===== src/rtl/debounce_pkg.sv =====
// debounce_pkg
//   Shared constants for the push-button debouncer and its users.
//   DEFAULT_WIDTH / DEFAULT_CNT_MAX : default parameter values for button_debounce.
//   UP/LEFT/RIGHT/DOWN/START        : bit positions of each button in the btn_* buses.
package debounce_pkg;

  localparam int DEFAULT_WIDTH   = 5;
  localparam int DEFAULT_CNT_MAX = 1_000_000;

  localparam int UP    = 0;
  localparam int LEFT  = 1;
  localparam int RIGHT = 2;
  localparam int DOWN  = 3;
  localparam int START = 4;

endpackage


===== src/rtl/debounce_cell.sv =====
// debounce_cell
//   Single-bit debouncer: 2-FF synchroniser followed by a stability counter.
//   btn_out only follows the synchronised input after it has differed from
//   btn_out for CNT_MAX consecutive cycles; any bounce back clears the count.
//   Optional macro BUTTON_DEBOUNCE_PULSE_EN adds btn_rise, a registered
//   one-cycle pulse coincident with the first cycle btn_out reads 1.
// Ports
//   clk      in   system clock, posedge
//   reset    in   synchronous, active-high
//   btn_in   in   raw asynchronous button level
//   btn_out  out  debounced level, registered
//   btn_rise out  rise pulse (BUTTON_DEBOUNCE_PULSE_EN only)
module debounce_cell #(
  parameter int CNT_MAX = 4,
  parameter int CNT_W   = $clog2(CNT_MAX + 1)
) (
  input  logic clk,
  input  logic reset,
  input  logic btn_in,
  output logic btn_out
`ifdef BUTTON_DEBOUNCE_PULSE_EN
  ,
  output logic btn_rise
`endif
);

  localparam logic [CNT_W-1:0] CNT_LAST = CNT_W'(CNT_MAX - 1);
  localparam logic [CNT_W-1:0] CNT_ONE  = CNT_W'(1);

  logic             s1;
  logic             s2;
  logic [CNT_W-1:0] cnt;
  logic             differ;
  logic             done;

  assign differ = (s2 != btn_out);
  // Count completes on the CNT_MAX-th consecutive differing cycle.
  assign done   = differ && (cnt == CNT_LAST);

  always_ff @(posedge clk) begin
    if (reset) begin
      s1      <= 1'b0;
      s2      <= 1'b0;
      cnt     <= '0;
      btn_out <= 1'b0;
    end else begin
      s1 <= btn_in;
      s2 <= s1;
      if (!differ) begin
        cnt <= '0;
      end else if (done) begin
        btn_out <= s2;
        cnt     <= '0;
      end else begin
        cnt <= cnt + CNT_ONE;
      end
    end
  end

`ifdef BUTTON_DEBOUNCE_PULSE_EN
  // Set on the same edge that moves btn_out 0->1, so the pulse lines up
  // with the first high cycle of btn_out.
  always_ff @(posedge clk) begin
    if (reset) begin
      btn_rise <= 1'b0;
    end else begin
      btn_rise <= done && s2;
    end
  end
`endif

endmodule


===== src/rtl/button_debounce.sv =====
// button_debounce
//   Debounces and synchronises a bus of raw push-button inputs into clean
//   levels in the clk domain; one independent debounce_cell per bit.
//   Optional macro BUTTON_DEBOUNCE_PULSE_EN adds the btn_rise output.
// Ports
//   clk      in   system clock, posedge
//   reset    in   synchronous, active-high
//   btn_in   in   [WIDTH] raw asynchronous button levels (1 = pressed)
//   btn_out  out  [WIDTH] debounced levels, registered
//   btn_rise out  [WIDTH] one-cycle 0->1 pulses (BUTTON_DEBOUNCE_PULSE_EN only)
module button_debounce
  import debounce_pkg::*;
#(
  parameter int WIDTH   = DEFAULT_WIDTH,
  parameter int CNT_MAX = DEFAULT_CNT_MAX,
  parameter int CNT_W   = $clog2(CNT_MAX + 1)
) (
  input  logic             clk,
  input  logic             reset,
  input  logic [WIDTH-1:0] btn_in,
  output logic [WIDTH-1:0] btn_out
`ifdef BUTTON_DEBOUNCE_PULSE_EN
  ,
  output logic [WIDTH-1:0] btn_rise
`endif
);

  for (genvar i = 0; i < WIDTH; i++) begin : g_cell
    debounce_cell #(
      .CNT_MAX (CNT_MAX),
      .CNT_W   (CNT_W)
    ) u_cell (
      .clk      (clk),
      .reset    (reset),
      .btn_in   (btn_in[i]),
      .btn_out  (btn_out[i])
`ifdef BUTTON_DEBOUNCE_PULSE_EN
      ,
      .btn_rise (btn_rise[i])
`endif
    );
  end

endmodule


===== config.mk =====
export PLATFORM = sky130hd
export DESIGN_NAME = button_debounce
export DESIGN_NICKNAME = d
export VERILOG_FILES = /design/src/rtl/debounce_pkg.sv /design/src/rtl/debounce_cell.sv /design/src/rtl/button_debounce.sv
export SDC_FILE = /design/constraint.sdc
export NUM_CORES = 1
export LEC_CHECK = 0
export ABC_AREA = 0
export CELL_PAD_IN_SITES_DETAIL_PLACEMENT = 0
export CELL_PAD_IN_SITES_GLOBAL_PLACEMENT = 1
export CORE_MARGIN = 2
export CORE_UTILIZATION = 47
export DETAILED_ROUTE_END_ITERATION = 16
export PLACE_DENSITY = 0.76
export SLEW_MARGIN = 20
export SYNTH_ARGS = -nofsm -noshare
export SYNTH_HDL_FRONTEND = slang
export SYNTH_SLANG_ARGS = --single-unit

===== constraint.sdc =====
create_clock -name clk -period 2.5 [get_ports clk]
set_clock_uncertainty 0.05 [all_clocks]
set_input_delay 0.5 -clock clk [delete_from_list [all_inputs] [get_ports clk]]
set_output_delay 0.5 -clock clk [all_outputs]
set_load 0.01 [all_outputs]

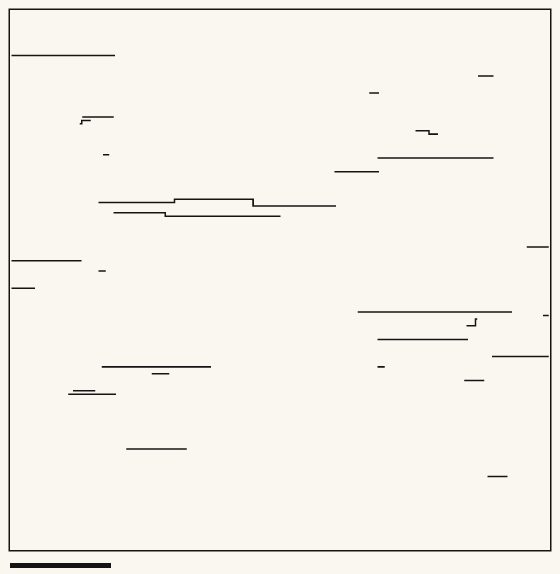
(metal 3)
Bar = 20 microns.
main direction: horizontal
nets with wire on the layer: 18
met3 GRT Util: 5.15%
DRT Wirelength: 9470 microns
Vias: 4012

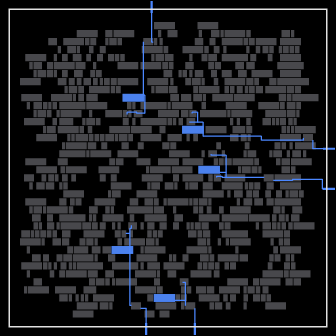
(wires at chosen ports, followed through buffers)
[blue] btn_out | bits: 5 | direction: output | edge: 2 bottom, 2 right, 1 top | end cells: 5 | buffers: 5 | wire: 210 microns
Buffers on Ports: 11
IO Pins: 12

==> impl_metrics.env <==
# source this file to load flow results
export IMPL_p_clk_share_pct=53.6
export IMPL_cts_setup_buffers=0
export IMPL_vdd_drop_max_mv=0.470
export IMPL_synth_main_ff_cell="dfxtp_1"
export IMPL_hp_class="reg2reg"
export IMPL_fp_util_pct=48.6
export IMPL_hold_buffers=0
export IMPL_end_kind="register"
export IMPL_r2r_setup_slack_ps=350
export IMPL_worstSkewPairLatency_ps=510
export IMPL_status="finished clean"
export IMPL_yosysCellCount=572
export IMPL_antenna_cells=0
export IMPL_antenna_found_initial=0
export IMPL_p_leak_nw=1.74
export IMPL_slew_headroom_pct=56.5
export IMPL_pwr_share_comb_pct=1.3
export IMPL_yosysUniqueCellTypes=41
export IMPL_wl_per_cell_microns=12.7
export IMPL_crit_chain="ha_1 > nand2_1 > or4_1 > or4_1 > a21oi_1"
export IMPL_warnings=26
export IMPL_max_stage_delay_ps=560
export IMPL_drc=0
export IMPL_path_common_cell="or4_1"
export IMPL_viasPerCell=5.39
export IMPL_hold_path_end="g_cell[3].u_cell.s2$_SDFF_PP0_"
export IMPL_crit_type="reg2reg"
export IMPL_finalCritPeriodShare_pct=86.1
export IMPL_numSynthFlops=115
export IMPL_synth_chip_area_sq_mm=0.00501
export IMPL_p_int_mw=3.25
export IMPL_syn_inst=572
export IMPL_final_min_clock_period_ps=2150
export IMPL_crit_slowest_cell="or4_1"
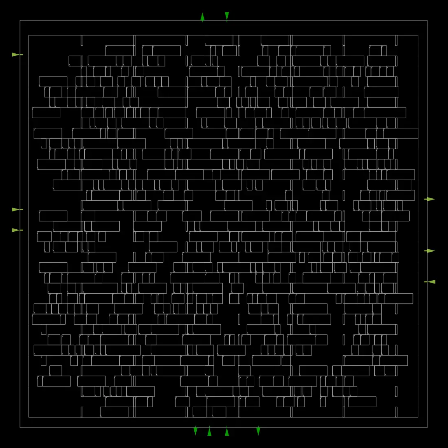
(placement view)
standard-cell rows: 37
core area: 0.0103 sq mm

==> logic make-up after synthesis <==
family | after synthesis | synth area share, %
fa+ha+maj | 5 | 1.25
buf+inv | 40 | 3.52
xor+xnor | 67 | 11.7
simple gates | 274 | 29.5
compound gates | 71 | 8.06
flops | 115 | 45.9
==> per-stage QoR <==
step                      power, mW  cell area (sq um)  std cells  hold slack [ps]  worst slack, ps
final                          4.10               5840        745              385              348
after global routing           4.23               5840        745              407              198
after CTS                      4.15               5840        745              391              336
after detailed placement       1.94               5290        713              381              342
after global placement         1.94               5290        713              368              372
after floorplan                1.91               5010        572              364              444
==> worst max-delay path by stage <==
stage                                                   start                             endpoint  slack (ps)  cells past startpoint
after global routing       g_cell[0].u_cell.cnt[0]$_SDFF_PP0_  g_cell[0].u_cell.cnt[18]$_SDFF_PP0_         200                      5
final                      g_cell[0].u_cell.cnt[0]$_SDFF_PP0_  g_cell[0].u_cell.cnt[18]$_SDFF_PP0_         350                      5
after CTS                 g_cell[3].u_cell.cnt[15]$_SDFF_PP0_   g_cell[3].u_cell.cnt[6]$_SDFF_PP0_         340                      4
after detailed placement  g_cell[3].u_cell.cnt[15]$_SDFF_PP0_  g_cell[3].u_cell.cnt[12]$_SDFF_PP0_         340                      4
after floorplan            g_cell[1].u_cell.cnt[0]$_SDFF_PP0_  g_cell[1].u_cell.cnt[10]$_SDFF_PP0_         440                      6
after global placement    g_cell[3].u_cell.cnt[15]$_SDFF_PP0_  g_cell[3].u_cell.cnt[12]$_SDFF_PP0_         370                      4
==> cells in the final DEF (no fill, tap or decap), types with 3 or more instances in the layout <==
cell,count
dfxtp_1,115
nor2_1,79
xnor2_1,44
nand3_1,33
a21oi_1,31
nand2_1,26
or3_1,26
inv_1,25
o21ai_0,24
nand4_1,23
xor2_1,23
nor3_1,18
clkbuf_16,16
or4_1,13
nor4_1,11
clkdlybuf4s50_1,11
nor2b_1,10
nor4b_1,8
buf_4,8
and3_1,7
o31ai_1,6
clkinv_2,6
ha_1,5
and4_1,4
clkbuf_8,4
o21ai_1,3
nand4b_1,3
clkinvlp_4,3
==> final cells by class <==
class | count | area [sq um]
multi-input combinational | 417 | 2530
timing repair buffer | 20 | 190
clock buffer | 22 | 463
inverter | 25 | 93.8
sequential | 115 | 2300
tap | 136 | 170
fill | 921 | 4490
clock inverter | 10 | 82.6
==> cell usage after synthesis, drive strengths merged (3+ instances only) <==
master	n	area [sq um]
a21oi	31	155
and3	8	51.3
and4	5	45.0
buf	9	60.1
clkbuf	6	22.5
dfxtp	115	2300
ha	5	62.6
inv	25	93.8
nand2	26	97.6
nand3	34	175
nand4	24	165
nand4b	3	26.3
nor2	79	297
nor2b	10	62.6
nor3	18	90.1
nor4	11	68.8
nor4b	8	70.1
o21ai	29	160
o31ai	6	45.0
or3	26	163
or4	14	109
xnor2	44	385
xor2	23	201
==> state kept, by name, indices dropped and copies added (netlist names) <==
register	count
g_cell.u_cell.btn_out	5
g_cell.u_cell.cnt	100
g_cell.u_cell.s1	5
g_cell.u_cell.s2	5
==> routing by layer <==
layer / part of all wire, % / GRT usage, %
met1: 49 / 23.1
met2: 47 / 29.4
met3: 3.1 / 5.15
met4: 1.3 / 7.33
met5: 0 / 0
Power and IR drop assume default switching activity.
